run_1/m3.png
(4 px per um)
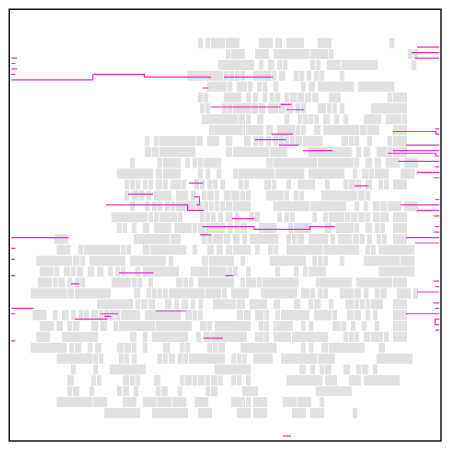
run_1/route_heat.png
(3 px per um) The die is cut into 22 by 22 equal tiles; dark blue is low, red is high, scaled to the fullest tile. Values are wire area over tile area, all layers added.
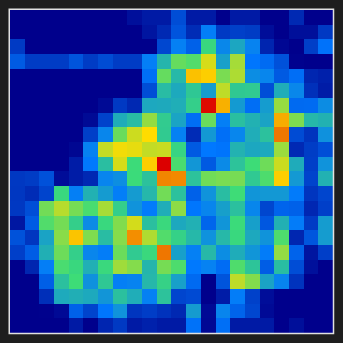
run_1/pinout.png
(4 px per um) Pins as bars across the die edge, other pins in grey.
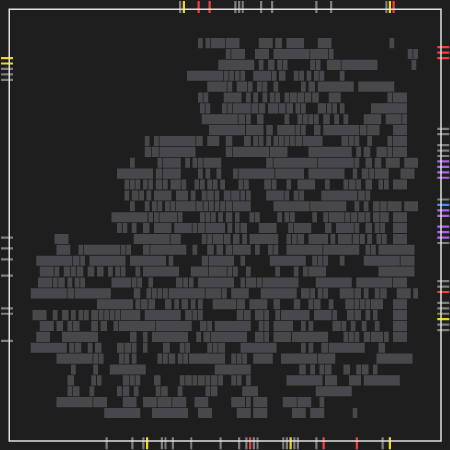
Design fifo_ctrl112x, sky130hd; sources not shown.
==> flow_metrics.py, run 1 <==
# Auto-generated metrics
metrics = {
    "run_status": {
        "status": "complete, no violations",
    },
    "synthesis": {
        "synthTopLogicFamily": "simple AND/OR/NAND/NOR gates",
        "ys_cells": 577,
        "simple_gate_area_share_pct": 25.8,
        "top_area_cell": "dfrtp_1",
        "ys_seq_share_pct": 38.6,
        "ys_sh_adder_pct": 10.5,
        "edf_count": 0,
        "synth_cell_types": 32,
        "ys_sh_aoi_pct": 10.4,
        "async_reset_ff_share_pct": 100,
        "ys_sh_mux_pct": 0,
        "common_cells": "nand2_1 (146), inv_1 (81), dfrtp_1 (66)",
        "yosys_area_um2": 4280,
    },
    "finish": {
        "lay_top_cells": "nand2_1 (146), inv_1 (81), dfrtp_1 (66)",
        "clk_share_pct": 4.38,
        "logic_area_um2": 2080,
        "inverters": 88,
        "n_fill_cell": 863,
        "clock_buffers": 9,
        "fin_util_pct": 53.8,
        "seq_share_pct": 33.2,
        "largest_reg_flops": 16,
        "final_common_cell": "nand2_1",
        "regArea_um2": 1650,
        "largest_class": "combinational gates",
        "antennaDiodeCount": 0,
    },
    "detailed_routing": {
        "final_antenna_net_count": 0,
        "drc": 0,
        "drtPass1Iterations": 4,
        "vias_per_cell": 4.97,
        "maxUsedRoutingLayer": "met4",
        "wl_met1_um": 4180,
    },
    "global_routing": {
        "overflow": 0,
        "gr-max-usage-layer": "met2",
        "grt_first_pass_wirelength_um": 16100,
        "antenna_found_initial": 0,
        "met1_usage_pct": 21.1,
    },
    "pwr": {
        "ir_drop_mv": 0.118,
        "clkPwrFrac_pct": 17.3,
        "p_int_uw": 925,
        "leakagePower_nw": 2.59,
        "power_switching_share_pct": 45.8,
        "pwr-share-seq_pct": 26.6,
    },
    "clock_network": {
        "clk_latency_ps": 360,
        "clock-root-buffer": "clkbuf_8",
        "cts_tree": "yes",
        "ctsResizeCount": 0,
        "cts_max_path_buffers": 2,
        "cts_buffers": 9,
        "post-cts-setup-buffers": 0,
    },
    "final_timing": {
        "finalWorstPathRequiredPeriod_ps": 5850,
        "setup_viol": 0,
        "fmax_mhz": 171,
        "clock_skew_ps": 11.3,
        "max_slew_margin_pct": 53.0,
        "hold_viol": 0,
        "rsz0062_at_grt": "false",
    },
    "worst_setup_path": {
        "path_cells": "clkdlybuf4s50_1 -> nor2_1 -> clkdlybuf4s50_1",
        "cp-end-kind": "output port",
        "cp_max_fo": 10,
        "crit_slowest_cell": "clkdlybuf4s50_1",
        "critical-path-top-delay-family": "buffers and inverters",
        "cpPeakStageDelay_ps": 620,
        "worst-path-buf-inv": 2,
        "cp_common_cell": "clkdlybuf4s50_1",
    },
    "place": {
        "gp_congestion": 0.884,
        "place_hpwl_um": 6470,
    },
    "min_path": {
        "holdPathStages": 2,
    },
    "die": {
        "ios": 79,
        "row_count": 35,
        "n_tap_cell": 129,
        "initCoreUtil_pct": 46.4,
    },
}
-- m3.png (at the start) --
longest straight run: 20.2 um
main direction: horizontal
share of all routed wire: 4.3%
nets with wire on the layer: 57
M3 GR Usage: 4.38%
drt total wl: 9200 um
Vias: 3724

-- route_heat.png (at the start) --
tiles over half the peak: 15%
fullest tile: 0.49
densest ninth of the die: centre
emptiest ninth of the die: north-west
Routed WL per cell: 12.3 um
Tot GR Track Use: 17.1%

-- pinout.png (at the start) --
| colour | port | pins | direction | edge |
|---|---|---|---|---|
| red | `hiwm` | 10 | output | 4 east, 3 north, 3 south |
| blue | `ram_we` | 1 | output | east |
| yellow | `ram_di` | 8 | output | 3 south, 2 west, 2 north, 1 east |
| purple | `ram_wa` | 9 | output | east |
die width: 108 um
IO Port Bufs: 52

-- run 1: power by group through the flow --
stage	clock, mW	combinational (mW)	sequential [mW]
after CTS	0.302	0.957	0.454
after global placement	0	0.912	0.457
final	0.295	0.957	0.454
after floorplan	0	0.707	0.459
after global routing	0.315	1.11	0.465
after detailed placement	0	0.948	0.460
-- run 1: metrics by stage --
step	setup WS (ps)	cell area (um^2)	power, mW	hold slack, ps	instances
4_1_cts	2660	4970	1.71	537	749
3_5_place_dp	2650	4760	1.41	520	733
2_1_floorplan	3740	4320	1.17	497	586
3_3_place_gp	2690	4750	1.37	505	733
6_report	2670	4970	1.71	533	749
5_1_grt	2520	4970	1.89	564	749
-- run 1: worst min-delay path, stage by stage (launching register included) --
cell and delay, ps:
dfrtp_1 390, nand2_1 60, nand2_1 50
==> run 2: changes to the inputs <==
--- a/config.mk
+++ b/config.mk
@@ -12,7 +12,7 @@
 export CTS_BUF_LIST = sky130_fd_sc_hd__clkbuf_8
 export CTS_CLUSTER_DIAMETER = 50
 export DETAILED_ROUTE_END_ITERATION = 16
-export PLACE_DENSITY = 0.75
+export PLACE_DENSITY = 0.78
 export SLEW_MARGIN = 40
 export SYNTH_ARGS = -nofsm -noshare
 export SYNTH_HDL_FRONTEND = slang
==> constraint.sdc (replaced) <==
create_clock -name clk -period 5 [get_ports clk]
set_input_delay 1.25 -clock clk [delete_from_list [all_inputs] [get_ports clk]]
set_output_delay 1.25 -clock clk [all_outputs]
set_load 0.01 [all_outputs]
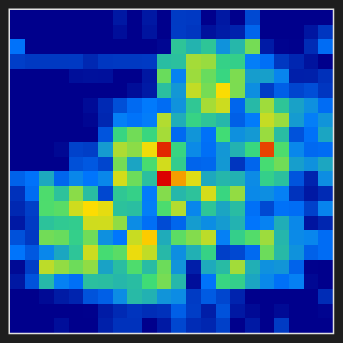
run_2/route_heat.png
(3 px per um) The die is cut into 22 by 22 equal tiles; dark blue is low, red is high, scaled to the fullest tile. Values are wire area over tile area, all layers added.
drt total wl: 9310 um
Routed WL per cell: 12.4 um
Tot GR Track Use: 17.0%

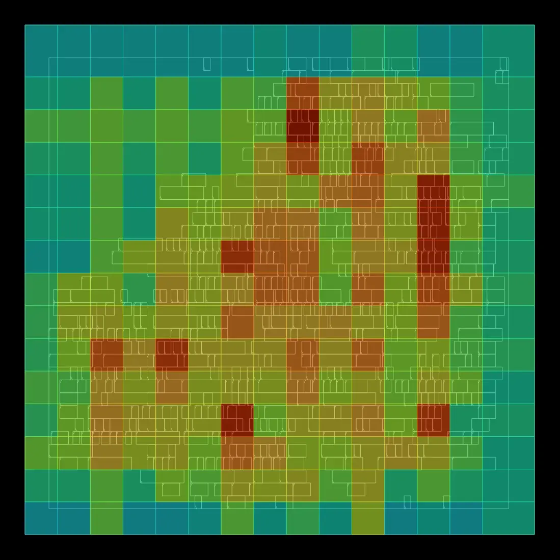
run_2/congestion_map.png
met1 GRT Util: 21.9%
fin util: 53.6%
M3 GR Usage: 4.20%

==> run 2 against run 1 <==
Effect of this change:
- setup slack got worse by 1800 ps
- global-route usage barely moved
- first-iteration DRC count fell by 9.8%
- critical path type unchanged
==> flow_metrics.py, run 2 <==
# Auto-generated metrics
metrics = {
    "run_status": {
        "status": "complete, no violations",
    },
    "final_timing": {
        "hold_viol": 0,
        "fmax_mhz": 242,
        "worst_slew_pin_slew_ps": 718,
        "clock_skew_ps": 20.5,
        "rsz0062_at_grt": "false",
        "max_slew_margin_pct": 52.1,
        "hold_ws_ps": 513,
        "setup_viol": 0,
        "fin_crit_sh_pct": 82.6,
        "final.setup.tns_ps": 0,
        "finalWorstPathRequiredPeriod_ps": 4130,
        "final_max_slew_viol_count": 0,
        "setup_ws_ps": 872,
    },
    "die": {
        "initCoreUtil_pct": 46.4,
        "row_count": 35,
        "ios": 79,
        "core_um2": 9240,
        "die_x_um": 108,
        "die_area_um2": 11600,
    },
    "finish": {
        "nets": 670,
        "antennaDiodeCount": 0,
        "drive_gt1_share_pct": 5.32,
        "final_common_cell": "nand2_1",
        "lay_top_cells": "nand2_1 (146), inv_1 (80), dfrtp_1 (66)",
        "final_cell_area_um2": 4960,
        "n_fill_cell": 874,
        "finalNonFillerCells": 749,
        "largest_reg_flops": 16,
    },
    "clock_network": {
        "cts_buffers": 9,
        "clk_latency_ps": 350,
        "cts_hold_buf": 0,
        "cts_max_path_buffers": 2,
        "clock-root-buffer": "clkbuf_8",
        "ctsResizeCount": 0,
        "post-cts-setup-buffers": 0,
        "cts_tree": "yes",
    },
    "place": {
        "pre_cts_slack_ps": 855,
        "gp_congestion": 0.873,
        "place_inst": 733,
        "numPortBuffers": 52,
        "place_area_um2": 4750,
        "place_hpwl_um": 6660,
    },
    "synthesis": {
        "edf_count": 0,
        "ys_cells": 577,
        "ys_sh_aoi_pct": 10.4,
        "top_area_share_pct": 38.6,
        "synth_top_flop_cell": "dfrtp_1",
        "syn_area_um2": 4280,
        "ys_sh_adder_pct": 10.5,
        "synth_cell_types": 32,
        "async_reset_ff_share_pct": 100,
        "top_area_cell": "dfrtp_1",
        "yosys_area_um2": 4280,
        "synth.top_cells.by_area": "dfrtp_1 (39%), nand2_1 (13%), ha_1 (9.1%), inv_1 (7.1%), nor2_1 (5.6%)",
        "synthTopLogicFamily": "simple AND/OR/NAND/NOR gates",
        "most_common_cell": "nand2_1",
        "simple_gate_area_share_pct": 25.8,
        "common_cells": "nand2_1 (146), inv_1 (81), dfrtp_1 (66)",
        "ys_sh_mux_pct": 0,
        "ys_seq_share_pct": 38.6,
    },
    "global_routing": {
        "grt_first_pass_wirelength_um": 16200,
        "gr-max-usage-layer": "met2",
        "overflow": 0,
        "grt_max_degree": 50,
        "antenna_found_initial": 0,
    },
    "worst_setup_path": {
        "cp_common_cell": "clkdlybuf4s50_1",
        "cp_max_fo": 10,
        "worst-path-buf-inv": 2,
        "path_cells": "clkdlybuf4s50_1 -> nor2_1 -> clkdlybuf4s50_1",
        "crit_slowest_cell": "clkdlybuf4s50_1",
        "cpPeakStageDelay_ps": 630,
        "r2r_setup_slack_ps": 1650,
        "cp-end-kind": "output port",
        "cp.arrival_ps": 2880,
        "critical-path-top-delay-family": "buffers and inverters",
    },
    "min_path": {
        "holdPathStages": 2,
        "min_path_type": "register to register",
    },
    "pwr": {
        "leakagePower_nw": 2.58,
        "ir_drop_mv": 0.254,
        "finalPower_mw": 2.87,
    },
    "detailed_routing": {
        "dr_total_vias": 3744,
        "drc": 0,
        "drtPass1Iterations": 5,
        "maxUsedRoutingLayer": "met4",
        "vias_per_cell": 5.00,
        "dr.first_iter.drc_count": 194,
        "final_antenna_net_count": 0,
        "wl_met1_um": 4300,
    },
}
run 2: netlist changes by cell type in the layout (fill, tap and decap cells not counted):
cell | before | now
inv_2 | 8 | 7
inv_1 | 81 | 80
inv_4 | 0 | 1
clkbuf_8 | 9 | 10
clkinv_2 | 1 | 2
buf_6 | 1 | 0
buf_4 | 0 | 1
bufinv_16 | 2 | 1
run 2: area by class of cell:
class,count,area (um^2),area share (%)
Multi-Input combinational cell,397,2080,42.0
Sequential cell,66,1650,33.3
Timing Repair Buffer,53,528,10.7
Inverter,88,333,6.71
Tap cell,129,161,3.26
Clock buffer,10,138,2.78
Clock inverter,6,65.1,1.31
run 2: power breakdown:
part / switching, mW / total (mW) / internal (mW)
sequential: 0.0986 / 0.774 / 0.676
clock: 0.220 / 0.465 / 0.245
combinational: 1.02 / 1.64 / 0.621
Power and IR drop assume default switching activity.
